===== src/rtl/run_sequencer_if.sv =====
// run_sequencer_if: host start/done pins and core PC/run-enable controls for run_sequencer.
// The slave modport is the sequencer; the master modport is the host/core side.
interface run_sequencer_if #(
    parameter int PC_W = 10
);
    logic            start;
    logic            core_halt;
    logic            pc_load;
    logic [PC_W-1:0] pc_load_val;
    logic            core_run;
    logic            done;
    logic            busy;
    logic            timeout;
    logic [1:0]      prog_idx;
    logic [31:0]     cycle_count;
    modport master (
        output start, core_halt,
        input  pc_load, pc_load_val, core_run, done, busy, timeout, prog_idx, cycle_count
    );
    modport slave (
        input  start, core_halt,
        output pc_load, pc_load_val, core_run, done, busy, timeout, prog_idx, cycle_count
    );
endinterface


===== src/rtl/run_sequencer.sv =====
// run_sequencer: launches the three resident programs in turn, with watchdog-forced completion.
// Optional RUN_SEQ_CYCLE_COUNT_EN builds the RUN-cycle counter reported on cycle_count.
module run_sequencer #(
    parameter int PC_W       = 10,
    parameter int PROG0_BASE = 0,
    parameter int PROG1_BASE = 256,
    parameter int PROG2_BASE = 512,
    parameter int WDT_W      = 16,
    parameter int WDT_LIMIT  = 50000
) (
    input logic clk,
    input logic rst_n,
    run_sequencer_if.slave bus
);
    typedef enum logic [1:0] {IDLE, ARM, RUN, FIN} state_t;
    localparam logic [PC_W-1:0]  B0 = PC_W'(PROG0_BASE);
    localparam logic [PC_W-1:0]  B1 = PC_W'(PROG1_BASE);
    localparam logic [PC_W-1:0]  B2 = PC_W'(PROG2_BASE);
    localparam logic [WDT_W-1:0] WDT_LAST = WDT_W'(WDT_LIMIT - 1);
    state_t           state_q, state_d;
    logic             start_q;
    logic [1:0]       prog_q, prog_d;
    logic [WDT_W-1:0] wdt_q, wdt_d;
    logic             timeout_q, timeout_d;
    always_comb begin
        state_d   = state_q;
        prog_d    = prog_q;
        wdt_d     = wdt_q;
        timeout_d = timeout_q;
        case (state_q)
            IDLE: state_d = (start_q && !bus.start) ? ARM : IDLE;
            ARM: begin
                state_d   = RUN;
                wdt_d     = '0;
                timeout_d = 1'b0;
            end
            RUN: begin
                wdt_d = wdt_q + 1'b1;
                // host abort beats halt; halt beats watchdog expiry
                if (bus.start) begin
                    state_d = IDLE;
                end else if (bus.core_halt) begin
                    state_d = FIN;
                end else if (wdt_q == WDT_LAST) begin
                    state_d   = FIN;
                    timeout_d = 1'b1;
                end
            end
            FIN: begin
                if (bus.start) begin
                    state_d = IDLE;
                    prog_d  = (prog_q == 2'd2) ? 2'd0 : prog_q + 2'd1;
                end
            end
            default: state_d = IDLE;
        endcase
    end
    always_ff @(posedge clk) begin
        if (!rst_n) begin
            state_q   <= IDLE;
            start_q   <= 1'b0;
            prog_q    <= 2'd0;
            wdt_q     <= '0;
            timeout_q <= 1'b0;
        end else begin
            state_q   <= state_d;
            start_q   <= bus.start;
            prog_q    <= prog_d;
            wdt_q     <= wdt_d;
            timeout_q <= timeout_d;
        end
    end
    assign bus.pc_load     = state_q == ARM;
    assign bus.core_run    = state_q == RUN;
    assign bus.done        = state_q == FIN;
    assign bus.busy        = state_q == ARM || state_q == RUN;
    assign bus.timeout     = timeout_q;
    assign bus.prog_idx    = prog_q;
    assign bus.pc_load_val = prog_q == 2'd1 ? B1 : prog_q == 2'd2 ? B2 : B0;
`ifdef RUN_SEQ_CYCLE_COUNT_EN
    logic [31:0] cnt_q, cnt_d, cnt_inc, cyc_q, cyc_d;
    always_comb begin
        cnt_inc = &cnt_q ? cnt_q : cnt_q + 32'd1;
        cnt_d   = state_q == ARM ? '0 : state_q == RUN ? cnt_inc : cnt_q;
        // the halting cycle itself is counted
        cyc_d   = (state_q == RUN && state_d == FIN) ? cnt_inc : cyc_q;
    end
    always_ff @(posedge clk) begin
        if (!rst_n) begin
            cnt_q <= '0;
            cyc_q <= '0;
        end else begin
            cnt_q <= cnt_d;
            cyc_q <= cyc_d;
        end
    end
    assign bus.cycle_count = cyc_q;
`else
    assign bus.cycle_count = '0;
`endif
endmodule


===== src/flat_wrapper.sv =====
// flat-port wrapper written by rule: the top's interface ports become plain ports
module run_sequencer_flat 
#(
    parameter int PC_W       = 10,
    parameter int PROG0_BASE = 0,
    parameter int PROG1_BASE = 256,
    parameter int PROG2_BASE = 512,
    parameter int WDT_W      = 16,
    parameter int WDT_LIMIT  = 50000
)
  (clk, rst_n, bus_start, bus_core_halt, bus_pc_load, bus_pc_load_val, bus_core_run, bus_done, bus_busy, bus_timeout, bus_prog_idx, bus_cycle_count);
  run_sequencer_if #(.PC_W(PC_W)) bus_i ();
  input logic clk;
  input logic rst_n;
  input wire logic [$bits(bus_i.start)-1:0] bus_start;
  input wire logic [$bits(bus_i.core_halt)-1:0] bus_core_halt;
  output wire logic [$bits(bus_i.pc_load)-1:0] bus_pc_load;
  output wire logic [$bits(bus_i.pc_load_val)-1:0] bus_pc_load_val;
  output wire logic [$bits(bus_i.core_run)-1:0] bus_core_run;
  output wire logic [$bits(bus_i.done)-1:0] bus_done;
  output wire logic [$bits(bus_i.busy)-1:0] bus_busy;
  output wire logic [$bits(bus_i.timeout)-1:0] bus_timeout;
  output wire logic [$bits(bus_i.prog_idx)-1:0] bus_prog_idx;
  output wire logic [$bits(bus_i.cycle_count)-1:0] bus_cycle_count;
  assign bus_i.start = bus_start;
  assign bus_i.core_halt = bus_core_halt;
  assign bus_pc_load = bus_i.pc_load;
  assign bus_pc_load_val = bus_i.pc_load_val;
  assign bus_core_run = bus_i.core_run;
  assign bus_done = bus_i.done;
  assign bus_busy = bus_i.busy;
  assign bus_timeout = bus_i.timeout;
  assign bus_prog_idx = bus_i.prog_idx;
  assign bus_cycle_count = bus_i.cycle_count;
  run_sequencer #(.PC_W(PC_W), .PROG0_BASE(PROG0_BASE), .PROG1_BASE(PROG1_BASE), .PROG2_BASE(PROG2_BASE), .WDT_W(WDT_W), .WDT_LIMIT(WDT_LIMIT)) u_core (.clk(clk), .rst_n(rst_n), .bus(bus_i));
endmodule

===== config.mk =====
export PLATFORM = sky130hd
export DESIGN_NAME = run_sequencer_flat
export DESIGN_NICKNAME = d
export VERILOG_FILES = /design/src/rtl/run_sequencer_if.sv /design/src/rtl/run_sequencer.sv /design/src/flat_wrapper.sv
export SDC_FILE = /design/constraint.sdc
export NUM_CORES = 1
export LEC_CHECK = 0
export CORE_ASPECT_RATIO = 0.75
export CORE_MARGIN = 5
export CORE_UTILIZATION = 40
export DETAILED_ROUTE_END_ITERATION = 8
export HOLD_SLACK_MARGIN = 0.12
export PLACE_DENSITY = 0.73
export SLEW_MARGIN = 20
export SYNTH_ARGS = -nofsm -noshare
export SYNTH_HDL_FRONTEND = slang
export SYNTH_SLANG_ARGS = --single-unit

===== constraint.sdc =====
create_clock -name clk -period 1.9 [get_ports clk]
set_input_delay 0.475 -clock clk [delete_from_list [all_inputs] [get_ports clk]]
set_output_delay 0.475 -clock clk [all_outputs]
set_load 0.05 [all_outputs]

==> Implementation_results.wiki <==
== Run summary ==
{| class="wikitable"
! Metric !! Value
|-
| Largest cells by area after synthesis || dfxtp_1, buf_4, ha_1
|-
| Final core area utilization || 47.4%
|-
| Final period demand of the worst path || between 1.5 and 2 ns
|-
| Max stage delay cell, worst path || ha_1
|-
| Final Worst Setup Slack || 0.120 ns
|-
| Post-placement worst setup slack || 0.129 ns
|-
| Initial antenna violation count || 0
|-
| Type of element launching the critical path || register
|-
| Dpl cell area || between 1500 and 2000 um^2
|-
| Worst endpoint required time || 1.42 ns
|-
| Tool warnings || 30
|-
| Post-synth ARST share || 0%
|-
| Min-Delay Path Class || reg2reg
|-
| Max-slew violation count || 0
|-
| Placer congestion estimate || 0.845
|-
| Via-per-instance ratio || 4.54
|-
| DRC viols || 0
|-
| Number of nets in the layout || a little under 200
|-
| Most common cell in the synthesized netlist || buf_4
|-
| Crit path largest cell delay || 0.38 ns
|-
| Router iterations before antenna repair || 4
|-
| Register area share after synthesis || 31.3%
|-
| GRT Residual Overflow || 0
|-
| Clock insertion delay at the later pin of the skew report || ~0.26 ns
|-
| Combinational gate area || 815 um^2
|-
| Clock slew seen by the registers of the worst setup and hold paths || 0.08 ns
|-
| Total wire length after detailed routing || ~2.6 mm
|-
| Synthesized cell area || 1410 um^2
|-
| Number of rows created at floorplan || 18
|-
| Number of flip-flops and latches in the synthesized netlist || 22
|-
| Source of the worst hold timing path || u_core.bus.timeout$_SDFFE_PN0P_
|-
| Unrepaired setup endpoints after global routing || false
|-
| Areal power density over the cells || 650 nW/um^2
|-
| Number of endpoints with negative hold slack in the final report || 0
|-
| Min-Delay Endpoint || u_core.bus.timeout$_SDFFE_PN0P_
|-
| Cells along the critical path || inv_1, ha_1, buf_12
|-
| Category of cells accounting for the largest share of critical-path delay || adder cells
|-
| Number of placed instances, taps included || 220
|-
| Top-area cell type share of the netlist area || between 30% and 40%
|-
| Horizontal extent of the die || ~79 um
|-
| Count of boundary I/O pins || 53
|-
| Number of nets still failing antenna checks after routing || 0
|-
| Portion of the clock cycle consumed by the worst path in the final layout || 93.7%
|-
| Minimum setup slack among reg-to-reg paths || 0.14 ns
|-
| Hold slack final || 0.501 ns
|-
| Final cell area excluding filler cells || 1580 um^2
|-
| CP endpoint kind || output pin
|-
| Final non-filler cell total || 224
|-
| Endpoint arrival time on the critical path || ~1.3 ns
|-
| Clock buffer count from CTS || 3
|-
| Initial DRC count || 35
|-
| # hold bufs at CTS || 0
|-
| Clock tree root buffer cell || clkbuf_8
|-
| CTS H-tree depth || 1
|-
| Result of the run || finished clean
|-
| Unique cell types || 34
|-
| Placeable Area || between 3000 and 4000 um^2
|-
| Area growth from synthesis to layout || 12.3%
|-
| Vias in the first global route || between 800 and 900
|-
| Area used by sequential logic in the layout || 440 um^2
|-
| Maximum number of pins on one net before global-route repair || 16
|-
| Worst supply voltage drop on vdd || between 0.0005 and 0.0006 V
|-
| Die ar. || just under 5000 um^2
|-
| Total setup violations reported at the end of the flow || 0
|-
| Count of input and output buffers || 12
|-
| Sink count of the clock tree || 22
|-
| Worst-case clock buffer depth || 2
|-
| First-pass GRT wire length || 4.11 mm
|-
| Synth Instances || 167
|-
| EDFF count, synth || 0
|-
| Maxcap violations || 0
|-
| Combined global-route utilization of all metal layers || 11.1%
|-
| Filler Cells Inserted || 323
|-
| Area figure in the yosys stat output || about 1400 um^2
|-
| Number of diodes added for antenna fixing || 0
|-
| Achievable clock frequency || 562 MHz
|-
| Cells on worst reg2reg path || 4
|-
| Fin Clk Skew || 0.00417 ns
|-
| Yosys cell count || 167
|-
| LEAKAGE || 0.000643 uW
|-
| Endpoint of the worst-slack reg-to-reg timing path || u_core.wdt_q[15]$_SDFFE_PN0P_
|-
| Cell count of the worst hold path || 2
|-
| Detailed placement HPWL || 1.99 mm
|}
flip-flops by register name, indices dropped and copies added (netlist names):
signal and flops:
u_core.state_q 2, u_core.start_q 1, u_core.bus.timeout 1, u_core.bus.prog_idx 2, u_core.wdt_q 16
cells in the final DEF (no fill, tap or decap), types with 2 or more instances in the layout:
cell type / count
a21oi_1: 4
nand4_1: 6
and2_1: 3
clkbuf_8: 4
dfxtp_1: 22
nor2b_2: 2
o21ai_1: 2
xor2_1: 6
nor2_1: 16
xnor2_1: 5
clkdlybuf4s50_1: 3
mux2i_1: 2
o21ai_0: 2
buf_12: 6
nand2_1: 12
o31ai_1: 2
nand3_1: 6
buf_4: 8
a31oi_1: 2
inv_1: 3
a21boi_0: 2
or3_1: 3
conb_1: 40
nor3_1: 5
ha_1: 4
or4bb_1: 2
final cells by class:
cell class                      count  area share, %
Sequential cell                    22           27.8
Multi-Input combinational cell    138           51.5
Tap cell                           40           3.16
Clock buffer                        4           3.48
Timing Repair Buffer               17           13.3
Inverter                            3          0.712
cell families (layout without fill, tap and decap cells):
group	Yosys count	after routing	share of synthesized area, %
muxes	2	2	1.42
AOI/OAI and AO/OA	15	15	6.48
and+or+nand+nor	65	65	26.3
DFF	22	22	31.3
xor gates and xnor gates	11	11	6.84
buffers and inverters	46	24	23.0
other	1	40	0.266
adders and majority gates	5	5	4.44
stage by stage:
stage | total power [uW] | TNS (ns)
detailed placement | 700 | 0
CTS | 1030 | 0
floorplan | 741 | -0.00253
finish | 1030 | 0
global route | 1060 | 0
global placement | 700 | 0
where the power goes:
| part | internal, uW | switching, uW | total, uW |
|---|---|---|---|
| Sequential | 463 | 1.47 | 464 |
| Clock | 185 | 151 | 336 |
| Combinational | 24.7 | 203 | 228 |
how the worst max path moves through the flow:
stage          depth (start not counted)                      startpoint  slack (ns)                             end
3_3_place_gp                           4    u_core.wdt_q[4]$_SDFFE_PN0P_        0.11  u_core.state_q[1]$_SDFFE_PN0P_
2_1_floorplan                          6  u_core.state_q[1]$_SDFFE_PN0P_      -0.003   u_core.wdt_q[15]$_SDFFE_PN0P_
5_1_grt                                4    u_core.wdt_q[4]$_SDFFE_PN0P_       0.009   u_core.wdt_q[15]$_SDFFE_PN0P_
4_1_cts                                4    u_core.wdt_q[4]$_SDFFE_PN0P_        0.11  u_core.state_q[1]$_SDFFE_PN0P_
3_5_place_dp                           4    u_core.wdt_q[4]$_SDFFE_PN0P_        0.13  u_core.state_q[1]$_SDFFE_PN0P_
6_report                               3  u_core.state_q[0]$_SDFFE_PN0P_        0.12                    bus_core_run
worst register-to-register path, delay by kind of cell (launching register included):
kind	cells	cell delay (ns)
AND/OR/NAND/NOR	3	1.07
AND-OR/OR-AND	1	0.16
flip-flops	1	0.48
metal layers:
layer	GRT usage [%]	part of all wire, %	vias up
met1	15.6	48	459
met3	3.65	5.1	4
met5	0	0	-
met4	3.49	0.77	0
met2	16.1	46	26
li1	-	-	527
**Signal wires on met1**

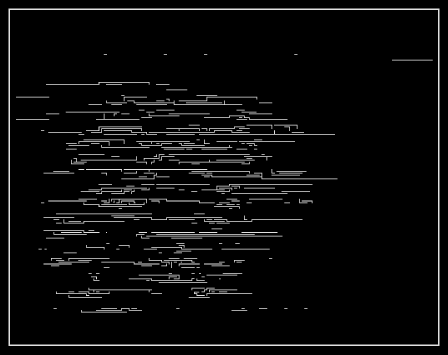
longest straight run	24.8 um
main direction	horizontal
wire length on this layer	1,250 um
nets with wire on the layer	151

**Met2 routing**

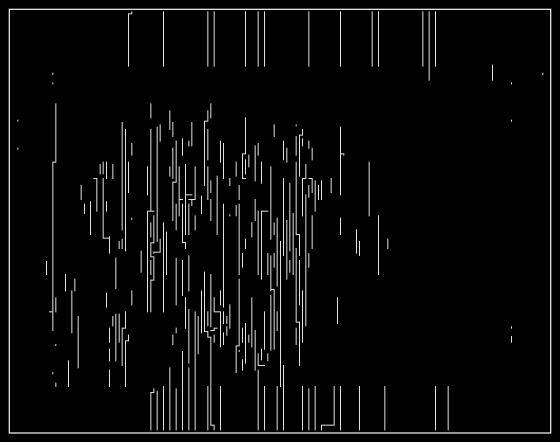
wire length on this layer	1,190 um
main direction	vertical
longest straight run	24.5 um
nets with wire on the layer	152

**Metal 3**

Bar = 20 um.
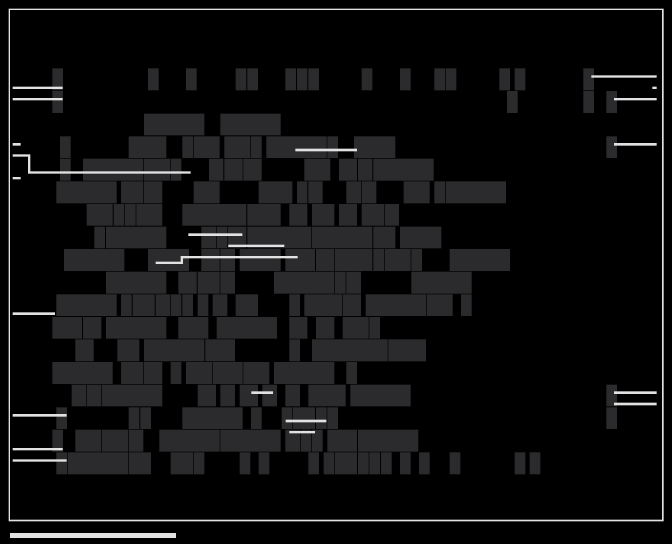
nets with wire on the layer	20
share of all routed wire	5.1%
wire length on this layer	133 um

**Where the registers sit**

Bar = 20 um. Other sequential cells in the stronger gray, the rest of the logic in the fainter gray.
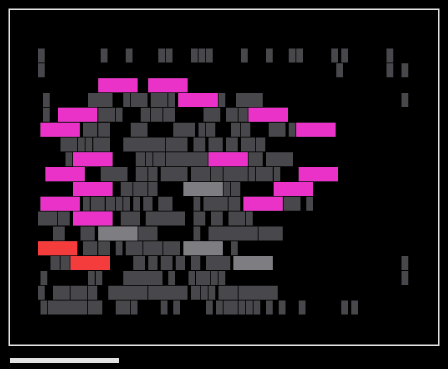
netlist name	color	flops
u_core.wdt_q	magenta	16
u_core.bus.prog_idx	red	2

Power figures rest on the tool's default switching activity, not on a simulated workload.
